File: config.mk
export PLATFORM = sky130hd
export DESIGN_NAME = rep_sub_div_flat
export DESIGN_NICKNAME = d
export VERILOG_FILES = /design/src/rtl/rep_sub_div_if.sv /design/src/rtl/rep_sub_div.sv /design/src/flat_wrapper.sv
export SDC_FILE = /design/constraint.sdc
export NUM_CORES = 1
export LEC_CHECK = 0
export CAP_MARGIN = 40
export CORE_AREA = 2 2 101 93
export CTS_CLUSTER_DIAMETER = 100
export DETAILED_ROUTE_END_ITERATION = 8
export DIE_AREA = 0 0 103 95
export DONT_BUFFER_PORTS = 1
export SLEW_MARGIN = 20
export SYNTH_ARGS = -nofsm -noshare
export SYNTH_HDL_FRONTEND = slang
export SYNTH_SLANG_ARGS = --single-unit
File: constraint.sdc
create_clock -name clk -period 4.3 [get_ports clk]
set_input_delay 0.86 -clock clk [delete_from_list [all_inputs] [get_ports clk]]
set_output_delay 0.86 -clock clk [all_outputs]
set_load 0.1 [all_outputs]
File: src/rtl/rep_sub_div_if.sv
// rep_sub_div_if -- operand/result bundle for the repeated-subtraction divider.
//   start        request a division (dividend on data_in in the same cycle)
//   data_in      shared operand bus: dividend, then divisor on the next cycle
//   quotient     quotient register
//   remainder    remainder register (working dividend)
//   done         result valid
//   busy         division in progress
//   div_by_zero  captured divisor was zero
// master drives start/data_in; slave (the divider) drives the results.
interface rep_sub_div_if #(
  parameter int WIDTH = 16
);
  logic             start;
  logic [WIDTH-1:0] data_in;
  logic [WIDTH-1:0] quotient;
  logic [WIDTH-1:0] remainder;
  logic             done;
  logic             busy;
  logic             div_by_zero;

  modport master (
    output start, data_in,
    input  quotient, remainder, done, busy, div_by_zero
  );

  modport slave (
    input  start, data_in,
    output quotient, remainder, done, busy, div_by_zero
  );
endinterface

File: src/rtl/rep_sub_div.sv
// rep_sub_div -- unsigned divider by repeated subtraction.
// Ports:
//   clk    single clock, all state changes on its rising edge
//   rst_n  asynchronous active-low reset
//   bus    rep_sub_div_if.slave: start/data_in in, quotient/remainder/
//          done/busy/div_by_zero out (all outputs registered)
//
// state | meaning
// ------+----------------------------------------------------------
// IDLE  | waiting for start; dividend captured into R on start
// LDB   | capturing divisor into D, clearing Q
// CHK   | divisor zero test
// SUB   | subtract D from R while R >= D, counting in Q
// DONE  | result valid; start here begins a new division
module rep_sub_div #(
  parameter int WIDTH = 16
) (
  input  logic             clk,
  input  logic             rst_n,
  rep_sub_div_if.slave     bus
);

  typedef enum logic [2:0] {
    S_IDLE = 3'd0,
    S_LDB  = 3'd1,
    S_CHK  = 3'd2,
    S_SUB  = 3'd3,
    S_DONE = 3'd4
  } state_t;

  state_t           state_q;
  logic [WIDTH-1:0] r_q;
  logic [WIDTH-1:0] d_q;
  logic [WIDTH-1:0] q_q;
  logic             dbz_q;
  logic             done_q;
  logic             busy_q;

  logic             r_ge_d;
  logic [WIDTH-1:0] r_diff;

  assign r_ge_d = (r_q >= d_q);
  assign r_diff = r_q - d_q;

  // done/busy are registered alongside the state so they never glitch
  // during multi-bit state transitions.
  always_ff @(posedge clk or negedge rst_n) begin
    if (!rst_n) begin
      state_q <= S_IDLE;
      r_q     <= '0;
      d_q     <= '0;
      q_q     <= '0;
      dbz_q   <= 1'b0;
      done_q  <= 1'b0;
      busy_q  <= 1'b0;
    end else begin
      case (state_q)
        S_IDLE, S_DONE: begin
          if (bus.start) begin
            r_q     <= bus.data_in;
            dbz_q   <= 1'b0;
            state_q <= S_LDB;
            done_q  <= 1'b0;
            busy_q  <= 1'b1;
          end
        end
        S_LDB: begin
          d_q     <= bus.data_in;
          q_q     <= '0;
          state_q <= S_CHK;
          done_q  <= 1'b0;
          busy_q  <= 1'b1;
        end
        S_CHK: begin
          if (d_q == '0) begin
            q_q     <= '1;
            dbz_q   <= 1'b1;
            state_q <= S_DONE;
            done_q  <= 1'b1;
            busy_q  <= 1'b0;
          end else begin
            state_q <= S_SUB;
            done_q  <= 1'b0;
            busy_q  <= 1'b1;
          end
        end
        S_SUB: begin
          // Subtract only when R >= D, so R - D never underflows and
          // Q stays bounded by the dividend.
          if (r_ge_d) begin
            r_q    <= r_diff;
            q_q    <= q_q + 1'b1;
            done_q <= 1'b0;
            busy_q <= 1'b1;
          end else begin
            state_q <= S_DONE;
            done_q  <= 1'b1;
            busy_q  <= 1'b0;
          end
        end
        default: begin
          state_q <= S_IDLE;
          done_q  <= 1'b0;
          busy_q  <= 1'b0;
        end
      endcase
    end
  end

  assign bus.quotient    = q_q;
  assign bus.remainder   = r_q;
  assign bus.done        = done_q;
  assign bus.busy        = busy_q;
  assign bus.div_by_zero = dbz_q;

endmodule

File: src/flat_wrapper.sv
// flat-port wrapper written by rule: the top's interface ports become plain ports
module rep_sub_div_flat 
#(
  parameter int WIDTH = 16
)
  (clk, rst_n, bus_start, bus_data_in, bus_quotient, bus_remainder, bus_done, bus_busy, bus_div_by_zero);
  rep_sub_div_if #(.WIDTH(WIDTH)) bus_i ();
  input  logic clk;
  input  logic rst_n;
  input wire logic [$bits(bus_i.start)-1:0] bus_start;
  input wire logic [$bits(bus_i.data_in)-1:0] bus_data_in;
  output wire logic [$bits(bus_i.quotient)-1:0] bus_quotient;
  output wire logic [$bits(bus_i.remainder)-1:0] bus_remainder;
  output wire logic [$bits(bus_i.done)-1:0] bus_done;
  output wire logic [$bits(bus_i.busy)-1:0] bus_busy;
  output wire logic [$bits(bus_i.div_by_zero)-1:0] bus_div_by_zero;
  assign bus_i.start = bus_start;
  assign bus_i.data_in = bus_data_in;
  assign bus_quotient = bus_i.quotient;
  assign bus_remainder = bus_i.remainder;
  assign bus_done = bus_i.done;
  assign bus_busy = bus_i.busy;
  assign bus_div_by_zero = bus_i.div_by_zero;
  rep_sub_div #(.WIDTH(WIDTH)) u_core (.clk(clk), .rst_n(rst_n), .bus(bus_i));
endmodule
==> images/density.png <==
(4 px per micron) 10 x 10 tiles, from dark blue (low) to red (high), 0 to 100% covered.
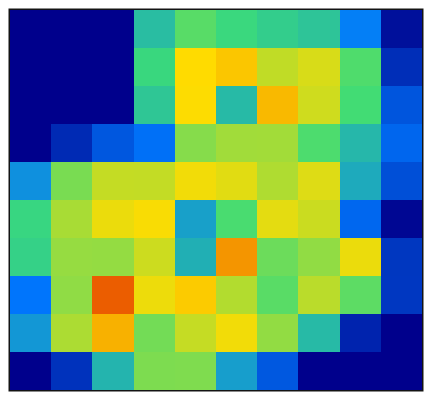
- mean over tiles: 43%
- tiles over 75% full: 7.0%
- emptiest ninth of the die: north-west
Util after Layout: 0.493
FP Util: 0.389
core footprint: 8840 sq um

==> images/clock_map.png <==
(4 px per micron)
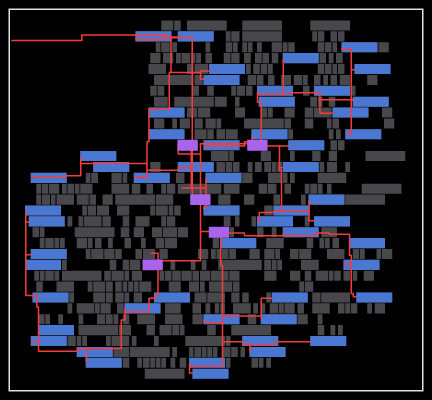
- flip-flops: blue (count 54)
- clock wires: red (length 694 microns)
- cells driving clock nets: purple (count 5)
- routed clock nets: 6
- flops lie: all over the die

==> images/met3.png <==
(4 px per micron) Cells faint in the background.
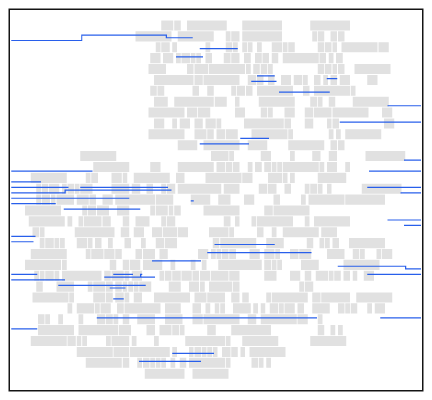
- nets with wire on the layer: 40
- share of all routed wire: 7.1%

==> flow_summary.toml <==
# yosys + openroad results
[clock_network]
insertion_delay_ns = 0.31
cts_resized = 0
cts_num_sinks = 54
cts_tree = "yes"

[detailed_routing]
wl_microns = 8430
vias = 3072
drc = 0
firstDrtPassIters = 4
final_antenna_net_count = 0

[die]
die_area_sq_um = 9790
die_h_microns = 95
core.rowCount = 33

[run]
maxCapViolCount = 0
warnings = 26

[synth]
ys_top_cells_by_count = "nand2_1 (62), dfrtp_1 (54), o21ai_0 (42), a21oi_1 (36), nor2_1 (34)"
yosys_area_sq_um = 3440
async_flop_share = 1.00
avgSynthCellArea_sq_um = 8.28
synth.most_common_cell = "nand2_1"
synth.yosys.seq_area_share = 0.393
top_area_frac = 0.393
floorplan.nets = 452
ys.flop_type = "dfrtp_1"
synth.distinct_cells = 53
synthesis.area_sq_um = 3440

[critical_path]
critPathKind = "register to register"
cp.required_ns = 4.51
crit_fanout = 3
critPathLaunchType = "register"
path_cells = "ha_1, fa_1, nand2b_1, a211oi_1, o22ai_1, o21ai_0, nand2_1, and3_1, o32ai_1"
crit_family = "AND-OR/OR-AND gates"

[cells_and_area]
antenna_cells = 0

[sta]
min_period_over_period = 0.671
slew_headroom = 0.524
finalSetupTns_ns = 0
tightest_slew_ns = 0.714
setup_viol_count_final = 0
fin_skew_ns = 0.0134
drv_slew = 0
hold_viol = 0

[status]
status = "finished, final reports clean"

[global_route]
grt.busiest_layer = "met2"
grt.total_usage = 0.182
antenna_found_initial = 0
grt_max_degree = 55
grtUsageMet1 = 0.256

[placed_design]
dpl_cell_area_sq_um = 4220
post-dp-hpwl_microns = 6240
preCtsSetupSlack_ns = 1.45
sequential cells by signal, summed over array words and instances (netlist names):
name and count:
u_core.bus.quotient 16, u_core.bus.remainder 16, u_core.d_q 16, u_core.state_q 3, u_core.bus.busy 1, u_core.bus.div_by_zero 1
u_core.bus.done 1
worst paths after layout:
path	start	end	slack [ns]	cells after the start
hold reg to reg	u_core.d_q[3]$_DFFE_PN0P_	u_core.d_q[3]$_DFFE_PN0P_	0.57	2
max in group asynchronous	rst_n	u_core.state_q[1]$_DFFE_PN0P_	3.97	0
min in group clk	u_core.d_q[3]$_DFFE_PN0P_	u_core.d_q[3]$_DFFE_PN0P_	0.57	2
setup / recovery	u_core.d_q[0]$_DFFE_PN0P_	u_core.bus.remainder[14]$_DFFE_PN0P_	1.42	9
setup reg to reg	u_core.d_q[0]$_DFFE_PN0P_	u_core.bus.remainder[14]$_DFFE_PN0P_	1.42	9
hold / removal	rst_n	u_core.d_q[7]$_DFFE_PN0P_	0.23	0
metrics by stage:
step                      hold WS, ns  std cells
final                           0.230        582
after global routing            0.206        582
after CTS                       0.221        581
after detailed placement        0.561        573
after global placement          0.546        537
after floorplan                 0.509        415
logic make-up (layout without fill, tap and decap cells):
| family | after synthesis | in the layout | share of synthesized area |
|---|---|---|---|
| fa+ha+maj | 18 | 18 | 0.0677 |
| compound gates | 126 | 126 | 0.222 |
| xor+xnor | 11 | 11 | 0.0280 |
| flops | 54 | 54 | 0.393 |
| simple gates | 153 | 153 | 0.212 |
| mux | 5 | 5 | 0.0157 |
| buf+inv | 48 | 93 | 0.0612 |
per-layer routing:
layer,up-vias,part of all wire,routed length (microns)
met5,-,0,0
met1,1454,0.46,3850
met2,70,0.47,3940
met3,2,0.071,602
li1,1546,-,-
met4,0,0.0047,40
layout make-up:
class | instances | area (sq um) | area share
flip-flops and latches | 54 | 1350 | 0.310
inverters | 27 | 101 | 0.0232
clock buffers | 5 | 68.8 | 0.0158
well taps | 122 | 153 | 0.0350
multi-input cells | 313 | 1880 | 0.431
clock inverters | 3 | 68.8 | 0.0158
repair buffers | 58 | 736 | 0.169
cells in the final DEF, fill, tap and decap left out, types with 6 or more instances in the layout:
cell       n
dfrtp_1   54
buf_16    18
nand2_1   62
inv_1     27
buf_1     15
ha_1      17
a31oi_1   11
nand3_1   13
nand2b_1   7
nor2_1    34
buf_4     21
a21oi_1   36
nor4_1     6
o21ai_0   42
xnor2_1    6
